$ cat config.mk
export PLATFORM = sky130hd
export DESIGN_NAME = inst_fetch
export DESIGN_NICKNAME = d
export VERILOG_FILES = /design/src/rtl/fetch_pkg.sv /design/src/rtl/inst_fetch.sv
export SDC_FILE = /design/constraint.sdc
export NUM_CORES = 1
export LEC_CHECK = 0
export ABC_AREA = 1
export CAP_MARGIN = 20
export CORE_AREA = 3 3 78 80
export CTS_CLUSTER_SIZE = 30
export DETAILED_ROUTE_END_ITERATION = 7
export DIE_AREA = 0 0 81 83
export PLACE_DENSITY = 0.78
export SYNTH_ARGS = -nofsm -noshare
export SYNTH_HDL_FRONTEND = slang
export SYNTH_SLANG_ARGS = --single-unit
$ cat constraint.sdc
create_clock -name clk -period 1.5 [get_ports clk]
set_input_delay 0.3 -clock clk [delete_from_list [all_inputs] [get_ports clk]]
set_output_delay 0.3 -clock clk [all_outputs]
set_load 0.01 [all_outputs]
$ cat src/rtl/fetch_pkg.sv
// Shared fetch-stage types and defaults.
package fetch_pkg;

    localparam int FETCH_ADDR_W = 16;
    localparam int FETCH_DATA_W = 16;
    localparam int PC_INCR      = 1;

    typedef enum logic [1:0] {
        IDLE  = 2'd0,
        REQ   = 2'd1,
        RESP  = 2'd2,
        VALID = 2'd3
    } fetch_state_t;

endpackage

$ cat src/rtl/inst_fetch.sv
// Instruction fetch FSM that drives PC_next and holds the fetched word for decode.
// Latency: imem read in REQ, capture in RESP, inst_valid on the cycle after; 1 word per 3 cycles.
// Backpressure: VALID holds inst/inst_pc stable until inst_ready; redirect preempts any non-IDLE state.
module inst_fetch
    import fetch_pkg::*;
#(
    parameter int ADDR_W = FETCH_ADDR_W,
    parameter int DATA_W = FETCH_DATA_W
) (
    input  logic              clk,
    input  logic              IF_rst,
    input  logic [ADDR_W-1:0] PC,
    output logic [ADDR_W-1:0] PC_next,
    output logic              imem_en,
    output logic [ADDR_W-1:0] imem_addr,
    input  logic [DATA_W-1:0] imem_rdata,
    input  logic              redirect,
    input  logic [ADDR_W-1:0] redirect_pc,
    output logic [DATA_W-1:0] inst,
    output logic [ADDR_W-1:0] inst_pc,
    output logic              inst_valid,
    input  logic              inst_ready
);

    fetch_state_t state_q;
    fetch_state_t state_d;
    logic         capture;

    assign imem_addr = PC;

    always_comb begin
        state_d = state_q;
        PC_next = PC;
        imem_en = 1'b0;
        capture = 1'b0;
        if (IF_rst) begin
            state_d = IDLE;
            PC_next = '0;
        end else begin
            case (state_q)
                IDLE: begin
                    state_d = REQ;
                end
                REQ: begin
                    imem_en = 1'b1;
                    state_d = RESP;
                end
                RESP: begin
                    capture = 1'b1;
                    PC_next = PC + ADDR_W'(PC_INCR);
                    state_d = VALID;
                end
                VALID: begin
                    if (inst_ready) begin
                        state_d = REQ;
                    end
                end
                default: begin
                    state_d = IDLE;
                end
            endcase
            // A redirect drops whatever is in flight or held and restarts at the target.
            if (redirect && (state_q != IDLE)) begin
                capture = 1'b0;
                PC_next = redirect_pc;
                state_d = REQ;
            end
        end
    end

    always_ff @(posedge clk) begin
        if (IF_rst) begin
            state_q    <= IDLE;
            inst       <= '0;
            inst_pc    <= '0;
            inst_valid <= 1'b0;
        end else begin
            state_q    <= state_d;
            inst_valid <= (state_d == VALID);
            if (capture) begin
                inst    <= imem_rdata;
                inst_pc <= PC;
            end
        end
    end

endmodule

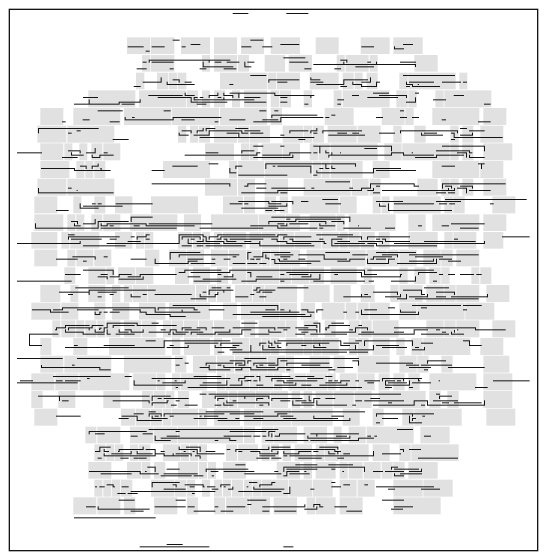
Run 1: metal 1
Cells faint in the background.
wire length on this layer: 3040 um
share of all routed wire: 40%
nets with wire on the layer: 457
main direction: horizontal
longest straight run: 29.4 um

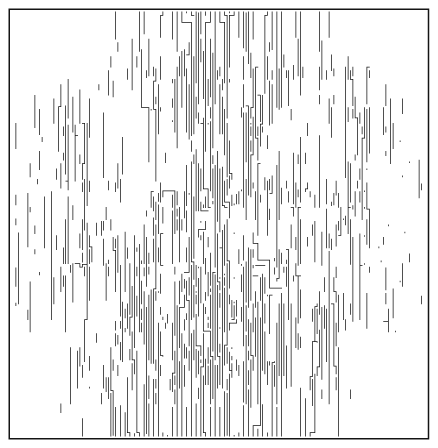
Run 1: met2 routing
main direction: vertical
share of all routed wire: 49%

==> flow_summary.yaml, run 1 <==
# flow metrics
run_status:
  status: "finished with violations"
  violations: "negative setup slack"
die:
  die_y_um: 83
  core_um2: 5470
yosys:
  synth_cell_type_count: 29
  simple_gate_area_share_pct: 37.2
  logic_family: "simple AND/OR/NAND/NOR gates"
  edf_count: 0
routing:
  vias_per_cell: 4.91
  drtIter0Drc: 127
  routedWlPerCell_um: 14.3
  top_layer_used: "met4"
clock_network:
  cts_setup_buffers: 7
  clk-insertion-delay-late_ns: 0.29
worst_setup_path:
  cp_max_fo: 4
  critPathLaunchType: "flop"
  worst_r2r_endpoint: "inst_pc[5]$_SDFFE_PP0P_"
  reg2regPathDepth: 8
  crit_family: "simple AND/OR/NAND/NOR gates"
worst_hold_path:
  worstHoldEndpoint: "inst_pc[9]$_SDFFE_PP0P_"
cells_and_area:
  nNonClkInverters: 41
  clock_area_share_pct: 2.20
power:
  pwr_density_cell_nw_per_um2: 595
  p_switching_w: 0.000665
final_timing:
  setup_slack_ns: -0.390
  worst_slew_pin_slew_ns: 0.271
  setup_viol: 16
placement:
  hpwl_um: 5660
global_routing:
  gr-usage-met1_pct: 26.6
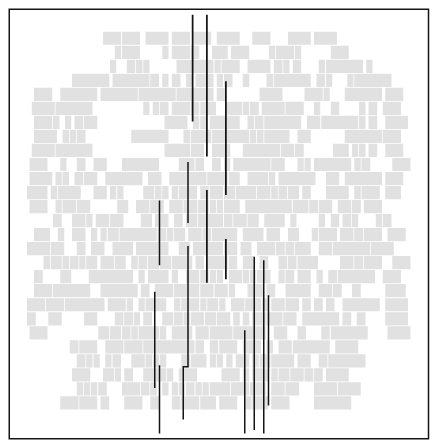
Run 1: met4 routing
Cells faint in the background.
wire length on this layer: 291 um
longest straight run: 33.3 um
share of all routed wire: 3.8%
main direction: vertical

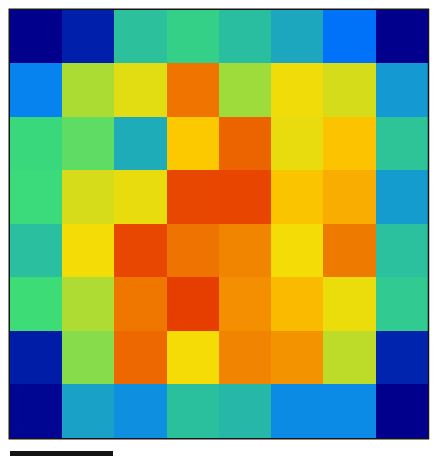
Run 1: cell area per tile
Bar = 20 um. The die is cut into 8 by 8 equal tiles; dark blue is low, red is high, 0 to 100% covered.
tiles over 75% full: 30%
densest ninth of the die: centre
fullest tile: 93%

Run 1, routing congestion:
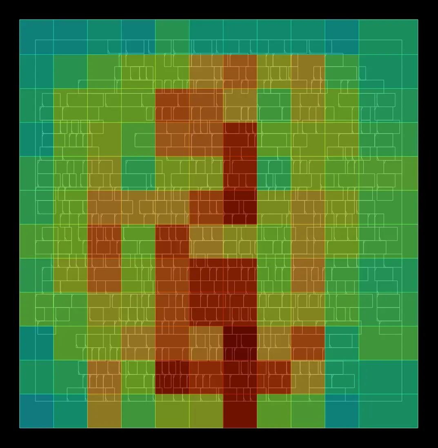

==> inputs of run 2 (changes only) <==
- ABC_CLOCK_PERIOD_IN_PS: default -> 1500
- PLACE_DENSITY: 0.78 -> 0.82
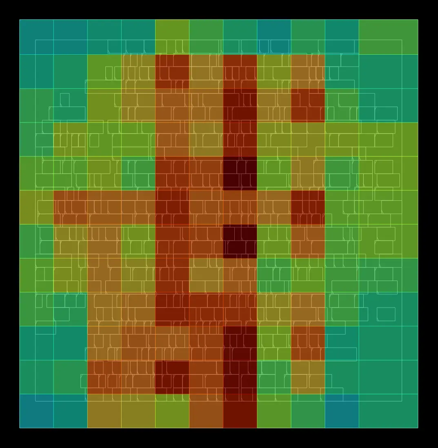
Run 2: routing congestion
gr usage total: 23.6%
GR peak layer: met2
met2 usage in global routing: 40.0%

==> run 2 against run 1 <==
The run still ends with negative setup slack left. Worst hold slack better by 0.012 ns. Register-to-register slack worse by 0.20 ns. Utilization is 2.6 points higher. Clock power is 4.8% higher. Fmax is 2.8% lower. Combinational power is 11% higher. Critical path depth is 1 higher. Non-clock buffer count is 1 lower. Synthesized cell count stayed put. Synthesized area stayed put. Die area stayed put. Critical path type is now input pin to output port.
==> flow_summary.yaml, run 2 <==
# flow metrics
run_status:
  status: "finished with violations"
  violations: "negative setup slack"
power:
  p_switching_w: 0.000728
  totalPowerFinal_w: 0.00241
  power.group.top: "registers"
  pwr-share-seq_pct: 39.9
  pwr_density_cell_nw_per_um2: 600
clock_network:
  cts_resized: 162
  cts-buffers-inserted: 5
  cts_setup_buffers: 7
cells_and_area:
  ff_count: 35
  largest_class: "buffers"
  nNonClkInverters: 41
  clock_area_share_pct: 2.12
routing:
  drtIter0Drc: 186
  dr_wl_met2_um: 4420
  routedWlPerCell_um: 16.1
  drt_first_pass_iters: 6
  routed_wl_um: 8660
  vias_per_cell: 5.14
  top_layer_used: "met4"
worst_setup_path:
  crit_family: "buffers and inverters"
  worstPathCellList: "clkdlybuf4s15_2 > inv_1 > nor2_4 > buf_4 > nand2_1 > o21ai_1 > nand3_1 > nand2_1 > inv_1 > buf_6"
  reg2regPathDepth: 9
  startpoint: "PC[2]"
  worst_r2r_endpoint: "inst[9]$_SDFFE_PP0P_"
  r2r_slack_ns: 0.03
  critPathLaunchType: "input pin"
  critPathArrivalTime_ns: 1.65
  cp_max_fo: 5
global_routing:
  grt.overflow.total: 0
  gr-usage-met1_pct: 30.0
worst_hold_path:
  worstHoldEndpoint: "inst_pc[1]$_SDFFE_PP0P_"
die:
  core_um2: 5470
  die_y_um: 83
final_timing:
  setup_viol: 16
  hold_viol_final: 0
  max_slew_margin_pct: 75.5
  setup_slack_ns: -0.445
  worst_slew_pin_slew_ns: 0.364
yosys:
  ys_cells: 310
  simple_gate_area_share_pct: 37.2
  edf_count: 0
  ys_seq_share_pct: 34.2
  ys_ff: 35
  synth_cell_type_count: 29
placement:
  hpwl_um: 5670
Run 2, cell area per tile:
Bar = 20 um. The die is cut into 8 by 8 equal tiles; dark blue is low, red is high, 0 to 100% covered.
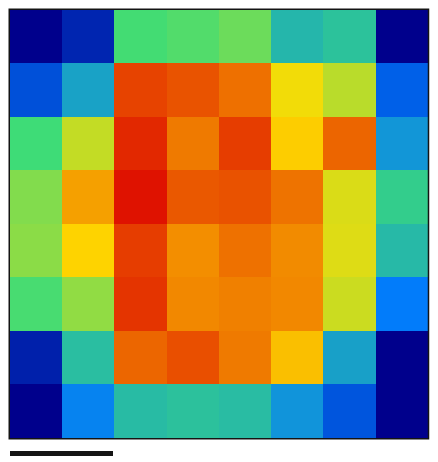

==> inputs of run 3 (changes only) <==
- SKIP_CTS_REPAIR_TIMING: default -> 1
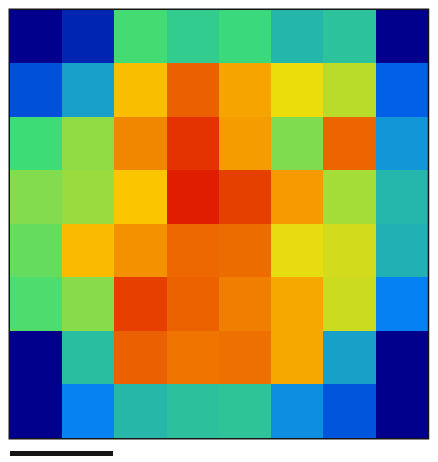
Run 3: cell area per tile
Bar = 20 um. The die is cut into 8 by 8 equal tiles; dark blue is low, red is high, 0 to 100% covered.
tiles over 75% full: 36%
densest ninth of the die: centre
mean over tiles: 56%
emptiest ninth of the die: south-east
nearly empty tiles: 9.4%

==> run 3 against run 2 <==
Via count shrank 6.5%. Register-to-register slack gained 0.19 ns. Critical path depth grew 1. Worst hold slack lost 0.070 ns. The run still ends with negative setup slack left. Global-route usage shrank 2.2 points. Synthesized area is the same. Largest cell class unchanged.
==> flow_summary.yaml, run 3 <==
# flow metrics
run_status:
  status: "finished with violations"
  violations: "negative setup slack"
power:
  pwr_density_cell_nw_per_um2: 605
  power.group.top: "registers"
  p_switching_w: 0.000679
  totalPowerFinal_w: 0.00233
  pwr-share-seq_pct: 41.2
yosys:
  ys_ff: 35
  ys_seq_share_pct: 34.2
  synth_cell_type_count: 29
  edf_count: 0
  ys_cells: 310
  simple_gate_area_share_pct: 37.2
worst_setup_path:
  startpoint: "state_q[0]$_SDFF_PP0_"
  worst_r2r_endpoint: "inst_pc[5]$_SDFFE_PP0P_"
  cp_max_fo: 5
  crit_required_ns: 1.20
  critPathLaunchType: "flop"
  worstPathCellList: "inv_4 > nand3_4 > inv_4 > nand2_4 > nor2_4 > nand2_1 > nand2_1 > nand3_1 > nand2_1 > inv_1 > clkbuf_2"
  critPathArrivalTime_ns: 1.54
  r2r_slack_ns: 0.22
placement:
  hpwl_um: 5670
die:
  rows: 27
  fp-utilization_pct: 37.4
  core_um2: 5470
  die_y_um: 83
global_routing:
  grt.overflow.total: 0
  met2_usage_pct: 35.2
  gr-usage-met1_pct: 28.8
final_timing:
  slew_viol_final: 0
  rsz0062_at_grt: "yes"
  setup_slack_ns: -0.336
  max_slew_margin_pct: 82.8
  setup_viol: 16
routing:
  drt_first_pass_iters: 4
  vias_per_cell: 4.88
  routed_wl_um: 7480
  dr_wl_met2_um: 3760
cells_and_area:
  largest_class: "buffers"
  ff_count: 35
  diodes: 0
  clock_area_share_pct: 2.21
  nNonClkInverters: 41
clock_network:
  cts.path.max_buffers: 2
  cts-buffers-inserted: 5
No activity file was given, so power comes from the tool's default toggle rates.
